**src/rtl/pipe_sum_row_collect.sv**
```systemverilog
// pipe_sum_row_collect: final adder-tree reduction stage.
// Each accepted beat {b, a} becomes one element, (a + b) >>> 1 (floor).
// MATRIX_DIM elements are packed into a row that is offered on a valid/ready
// handshake. After MATRIX_DIM rows have been accepted, done pulses for one cycle.
module pipe_sum_row_collect #(
    parameter int WORD_LEN   = 32,
    parameter int MATRIX_DIM = 8
) (
    input  logic                           clk,
    input  logic                           rst_n,
    input  logic                           start,
    input  logic                           in_valid,
    output logic                           in_ready,
    input  logic [2*WORD_LEN-1:0]          partial_sum_1,
    output logic [MATRIX_DIM*WORD_LEN-1:0] row_data,
    output logic                           row_valid,
    input  logic                           row_ready,
    output logic [$clog2(MATRIX_DIM)-1:0]  row_idx,
    output logic                           done
);

    localparam int IDX_W = $clog2(MATRIX_DIM);
    localparam int BUF_W = (MATRIX_DIM - 1) * WORD_LEN;
    localparam logic [IDX_W-1:0] LAST_IDX = IDX_W'(MATRIX_DIM - 1);

    localparam logic [1:0] S_IDLE = 2'd0;
    localparam logic [1:0] S_RUN  = 2'd1;
    localparam logic [1:0] S_DONE = 2'd2;

    logic [1:0]                           state_reg;
    logic [IDX_W-1:0]                     col_cnt_reg;
    logic [IDX_W-1:0]                     row_cnt_reg;
    logic [IDX_W-1:0]                     row_idx_reg;
    logic                                 row_valid_reg;
    logic [MATRIX_DIM*WORD_LEN-1:0]       row_data_reg;
    // Only the first MATRIX_DIM-1 columns are buffered; the last element goes
    // straight from the adder into row_data on the completing edge.
    logic [BUF_W-1:0]                     buf_reg;
    logic [BUF_W-1:0]                     buf_next;
    logic [MATRIX_DIM*WORD_LEN-1:0]       row_next;

    logic [WORD_LEN-1:0] a_val;
    logic [WORD_LEN-1:0] b_val;
    logic [WORD_LEN:0]   sum_val;
    logic [WORD_LEN-1:0] elem;
    logic                accept;
    logic                last_col;
    logic                row_take;
    logic                row_load;
    logic                final_take;

    assign a_val = partial_sum_1[WORD_LEN-1:0];
    assign b_val = partial_sum_1[2*WORD_LEN-1:WORD_LEN];

    // One extra bit holds the full signed sum, so dropping the LSB is an exact
    // floor halving and can never overflow.
    assign sum_val = {a_val[WORD_LEN-1], a_val} + {b_val[WORD_LEN-1], b_val};
    assign elem    = sum_val[WORD_LEN:1];

    assign last_col   = (col_cnt_reg == LAST_IDX);
    // Stall only when the row-completing beat would overwrite a row that is
    // still waiting; if the consumer takes it this cycle, the new row loads
    // on the same edge.
    assign in_ready   = (state_reg == S_RUN) && !(last_col && row_valid_reg && !row_ready);
    assign accept     = in_valid && in_ready;
    assign row_take   = row_valid_reg && row_ready;
    assign row_load   = accept && last_col;
    assign final_take = row_take && (row_idx_reg == LAST_IDX);

    generate
        for (genvar gi = 0; gi < MATRIX_DIM - 1; gi++) begin : g_cols
            assign buf_next[gi*WORD_LEN +: WORD_LEN] =
                (accept && col_cnt_reg == IDX_W'(gi)) ? elem : buf_reg[gi*WORD_LEN +: WORD_LEN];
            assign row_next[gi*WORD_LEN +: WORD_LEN] = buf_reg[gi*WORD_LEN +: WORD_LEN];
        end
    endgenerate
    assign row_next[(MATRIX_DIM-1)*WORD_LEN +: WORD_LEN] = elem;

    assign row_data  = row_data_reg;
    assign row_valid = row_valid_reg;
    assign row_idx   = row_idx_reg;
    assign done      = (state_reg == S_DONE);

    // Control: FSM, column/row counters and the output row handshake.
    always_ff @(posedge clk or negedge rst_n) begin
        if (!rst_n) begin
            state_reg     <= S_IDLE;
            col_cnt_reg   <= '0;
            row_cnt_reg   <= '0;
            row_idx_reg   <= '0;
            row_valid_reg <= 1'b0;
        end else begin
            case (state_reg)
                S_IDLE: begin
                    if (start) begin
                        state_reg   <= S_RUN;
                        col_cnt_reg <= '0;
                        row_cnt_reg <= '0;
                    end
                end
                S_RUN: begin
                    if (accept) begin
                        col_cnt_reg <= col_cnt_reg + 1'b1;
                    end
                    if (row_load) begin
                        row_idx_reg <= row_cnt_reg;
                        row_cnt_reg <= row_cnt_reg + 1'b1;
                    end
                    if (final_take) begin
                        state_reg     <= S_DONE;
                        row_valid_reg <= 1'b0;
                    end else if (row_load) begin
                        row_valid_reg <= 1'b1;
                    end else if (row_take) begin
                        row_valid_reg <= 1'b0;
                    end
                end
                S_DONE: begin
                    state_reg <= S_IDLE;
                end
                default: begin
                    state_reg <= S_IDLE;
                end
            endcase
        end
    end

    // Datapath: column buffer and the registered output row.
    always_ff @(posedge clk or negedge rst_n) begin
        if (!rst_n) begin
            buf_reg      <= '0;
            row_data_reg <= '0;
        end else if (state_reg == S_IDLE) begin
            if (start) begin
                buf_reg <= '0;
            end
        end else if (state_reg == S_RUN) begin
            buf_reg <= buf_next;
            if (row_load) begin
                row_data_reg <= row_next;
            end
        end
    end

endmodule

```
**config.mk**
```make
export PLATFORM = sky130hd
export DESIGN_NAME = pipe_sum_row_collect
export DESIGN_NICKNAME = d
export VERILOG_FILES = /design/src/rtl/pipe_sum_row_collect.sv
export SDC_FILE = /design/constraint.sdc
export NUM_CORES = 1
export LEC_CHECK = 0
export ABC_AREA = 0
export CORE_MARGIN = 5
export CORE_UTILIZATION = 55
export CTS_BUF_LIST = sky130_fd_sc_hd__clkbuf_16
export DETAILED_ROUTE_END_ITERATION = 10
export PLACE_DENSITY = 0.82
export SLEW_MARGIN = 15
export SYNTH_ARGS = -nofsm -noshare
export SYNTH_HDL_FRONTEND = slang
export SYNTH_SLANG_ARGS = --single-unit
```
**constraint.sdc**
```tcl
create_clock -name clk -period 5.4 [get_ports clk]
set_input_delay 0.54 -clock clk [delete_from_list [all_inputs] [get_ports clk]]
set_output_delay 0.54 -clock clk [all_outputs]
set_load 0.02 [all_outputs]
```
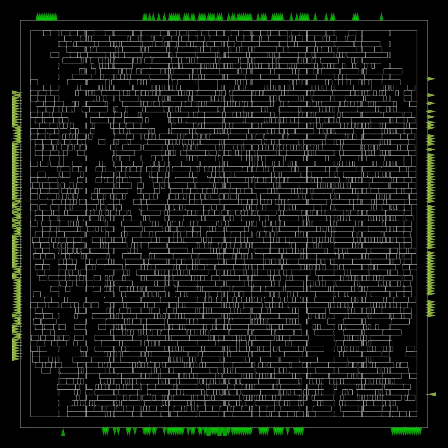
Run 1: placed standard cells
final cell count without fillers: 3,005
count of standard-cell rows: 71
total number of sequential cells: 492
number of tap instances: 474
standard cell core area: 0.0373 sq mm

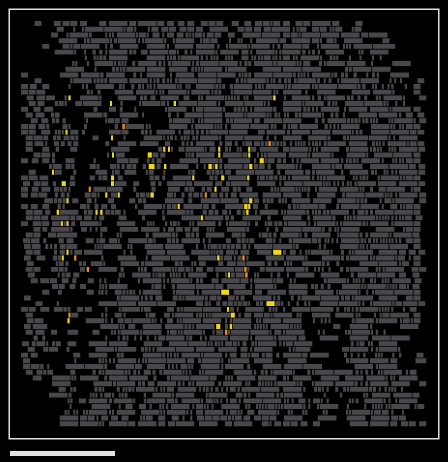
Run 1: selected gate families
Bar = 50 um.
family	colour	cells	most used
NOR gates	yellow	55	nor2_1
inverters	orange	11	inv_1
most frequently placed logic cell in the final layout: nand2_1
proportion of cell area occupied by multi-input gates: 30.4%

==> out/results.ini, run 1 <==
[status]
violations = hold timing
run_status = finished, violations left

[cts]
clkSlewWorstSetupHoldPaths_ps = 60
cts-buffers-inserted = 47
clock.latency.late_pin_ps = 560

[die]
core_util_floorplan_pct = 55.3

[synth]
post_synth_tally_of_flip_flops_with_integrated_enable = 0
synthMuxAreaShare_pct = 0.880
syn-num-nets = 2332
synth-simple-area-share_pct = 22.2
common_cells = nand2_1, dfrtp_1, o21ai_0
count_of_synthesis_stage_warnings_from_yosys = 0
synth_chip_area_sq_mm = 0.0206

[sta]
final_report_hold_violation_count = 1
worst_slew_pin_slew_ps = 1100
timing_max_transition_violations_final = 0
timing.hold.ws_ps = -0.654
setup_tns_ps = 0

[setup_path]
setup.worst_path.start = col_cnt_reg[0]
worst-setup-path-type = register to register
startpoint_type = register

[placed_design]
post_dp_cell_area_sq_mm = 0.0243

[power]
power.static_leakage_nw = 12.7
power.density_cell_area_mw_per_mm2 = 548

[drt]
dr.first_iter.drc_count = 1767

[finish]
n_all_buffers = 351
signal_buffer_area_fraction_pct = 13.6

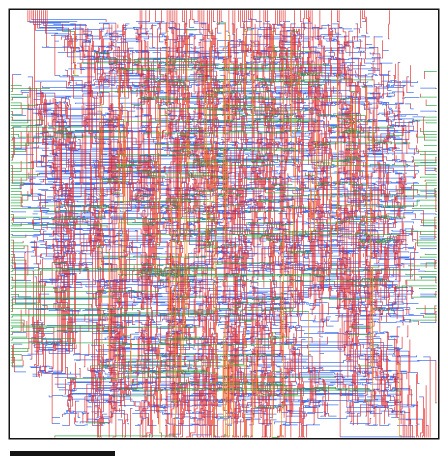
Run 1: signal wires by layer
Bar = 50 um.
layer	colour	wire length
met4	orange	3,290 um
met3	green	6,860 um
met2	red	31.4 mm
met1	blue	26.3 mm

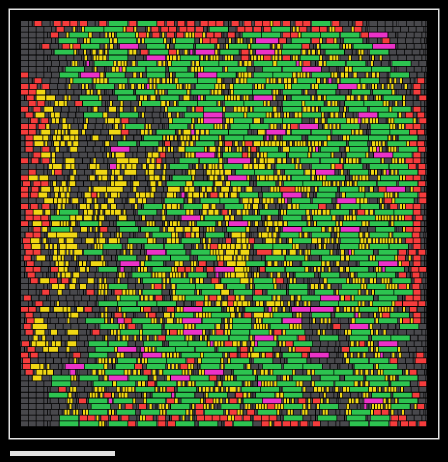
Run 1: placement by cell class
Bar = 50 um. Fill, decap, tap and diode cells in grey.
class	colour	cells
all other logic	yellow	1,599
other buffers and delay cells	red	351
clock drivers and dummy loads	magenta	85
flip-flops	green	492
Final Util: 69.1%
area of all placed cells without fillers: 0.0258 sq mm

==> run 1: critical path, stage by stage, from the launching register on <==
cell and delay, ps:
dfrtp_1 430, ha_1 240, ha_1 260, a31oi_1 410, and2_1 450, nand3_1 820
and3_1 530, a211oi_1 230, o311ai_1 130
==> run 1: layer usage <==
| layer | global-route usage, % | vias to the layer above | part of all wire (%) |
|---|---|---|---|
| li1 | - | 7902 | - |
| met1 | 42.8 | 8737 | 39 |
| met2 | 51.2 | 893 | 46 |
| met3 | 9.38 | 174 | 10 |
| met4 | 13.1 | 0 | 4.8 |
| met5 | 0 | - | 0 |
==> run 1: where the power goes <==
part	switching (mW)	internal, mW
registers	0.926	5.11
logic	2.89	1.98
clock network	1.41	1.83
total	5.23	8.92
Run 1, met4 routing:
Bar = 50 um.
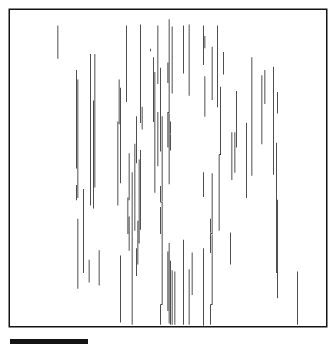

## Run 2: what changed since run 1
--- a/config.mk
+++ b/config.mk
@@ -7,10 +7,10 @@
 export LEC_CHECK = 0
 export ABC_AREA = 0
 export CORE_MARGIN = 5
-export CORE_UTILIZATION = 55
+export CORE_UTILIZATION = 54
 export CTS_BUF_LIST = sky130_fd_sc_hd__clkbuf_16
 export DETAILED_ROUTE_END_ITERATION = 10
-export PLACE_DENSITY = 0.82
+export PLACE_DENSITY = 0.8
 export SLEW_MARGIN = 15
 export SYNTH_ARGS = -nofsm -noshare
 export SYNTH_HDL_FRONTEND = slang
==> constraint.sdc (replaced) <==
create_clock -name clk -period 3.6 [get_ports clk]
set_input_delay 0.36 -clock clk [delete_from_list [all_inputs] [get_ports clk]]
set_output_delay 0.36 -clock clk [all_outputs]
set_load 0.02 [all_outputs]
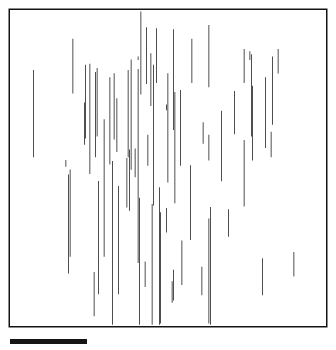
Run 2: met4 routing
Bar = 50 um.
nets with wire on the layer	46
main direction	vertical
wire length on this layer	2,990 um
share of all routed wire	4.4%
longest straight run	126 um

==> run 2 against run 1 <==
  * Wire length fell by 0.46%
  * Sequential share of layout area fell by 0.91 points
  * Sequential power grew about 50%
  * Design area is 1.9% higher
  * Via count down 0.70%
  * Highest routed layer is now met5
  * Core utilization up 0.68 points
  * The run now ends clean
  * Combinational power grew 53%
  * Clock power rose by 54%
  * First-iteration DRC count is 7.9% lower
  * Die area increased by 1.8%
==> out/results.ini, run 2 <==
[setup_path]
critical_path_cell_count = 11  ; +3
critPathTopFamily = AND-OR/OR-AND gates
critical_path_buf_inv_count = 1  ; +1
startpoint_type = input pin
cpMaxStageDelayCell = a211o_1
setup.worst_path.start = partial_sum_1[32]
max_stage_delay_ps = 540  ; -280 ps

[power]
power_frac_clock_pct = 23.3  ; +0.4 points
combinationalPowerShare_pct = 34.7  ; +0.3 points
net_switching_share_of_the_total_power_pct = 36.7  ; -0.24 points
clock_net_power_mw = 5.00  ; +54%
switching_power_mw = 7.88  ; +51%
cellInternalPower_mw = 13.6  ; +52%
top_power_group = registers

[status]
run_status = finished, final reports clean

[finish]
layout_top_cell_excl_fill_tap = nand2_1
instances_no_fill = 3091  ; +2.9%
final_util_pct = 69.8  ; +0.68 points

[synth]
post_synth_tally_of_flip_flops_with_integrated_enable = 0  ; unchanged
synth_chip_area_sq_mm = 0.0206  ; unchanged
syn-num-nets = 2332  ; unchanged

[die]
core_util_floorplan_pct = 54.8  ; -0.52 points
standard_cell_core_area_sq_mm = 0.0377  ; +0.95%

[sta]
worst_slew_pin_slew_ps = 1060  ; -40.5 ps
setup_tns_ps = 0  ; unchanged
final_report_hold_violation_count = 0  ; -1
timing.hold.ws_ps = 341  ; +342 ps

==> run 2: area by class of cell <==
type	count	area (sq um)	area share, %
Inverter	11	41.3	0.157
Sequential cell	492	12300	46.8
Multi-Input combinational cell	1588	7820	29.7
Tap cell	511	639	2.43
Antenna cell	3	7.51	0.0286
Clock buffer	51	1280	4.85
Clock inverter	37	274	1.04
Timing Repair Buffer	398	3920	14.9
==> run 2: what timing repair did <==
| action | 4_1_cts | 5_1_grt |
|---|---|---|
| setup endpoints to repair | 0 | 0 |
| hold endpoints to repair | 57 | 0 |
| hold buffers | 1 | 0 |
==> run 2: routing by layer <==
metal / GRT usage [%] / share of wire [%]
met3: 9.90 / 10
met2: 49.4 / 46
met5: 0 / 0.050
met4: 13.7 / 4.4
met1: 42.0 / 39
Power is estimated from default activity; no workload was simulated.
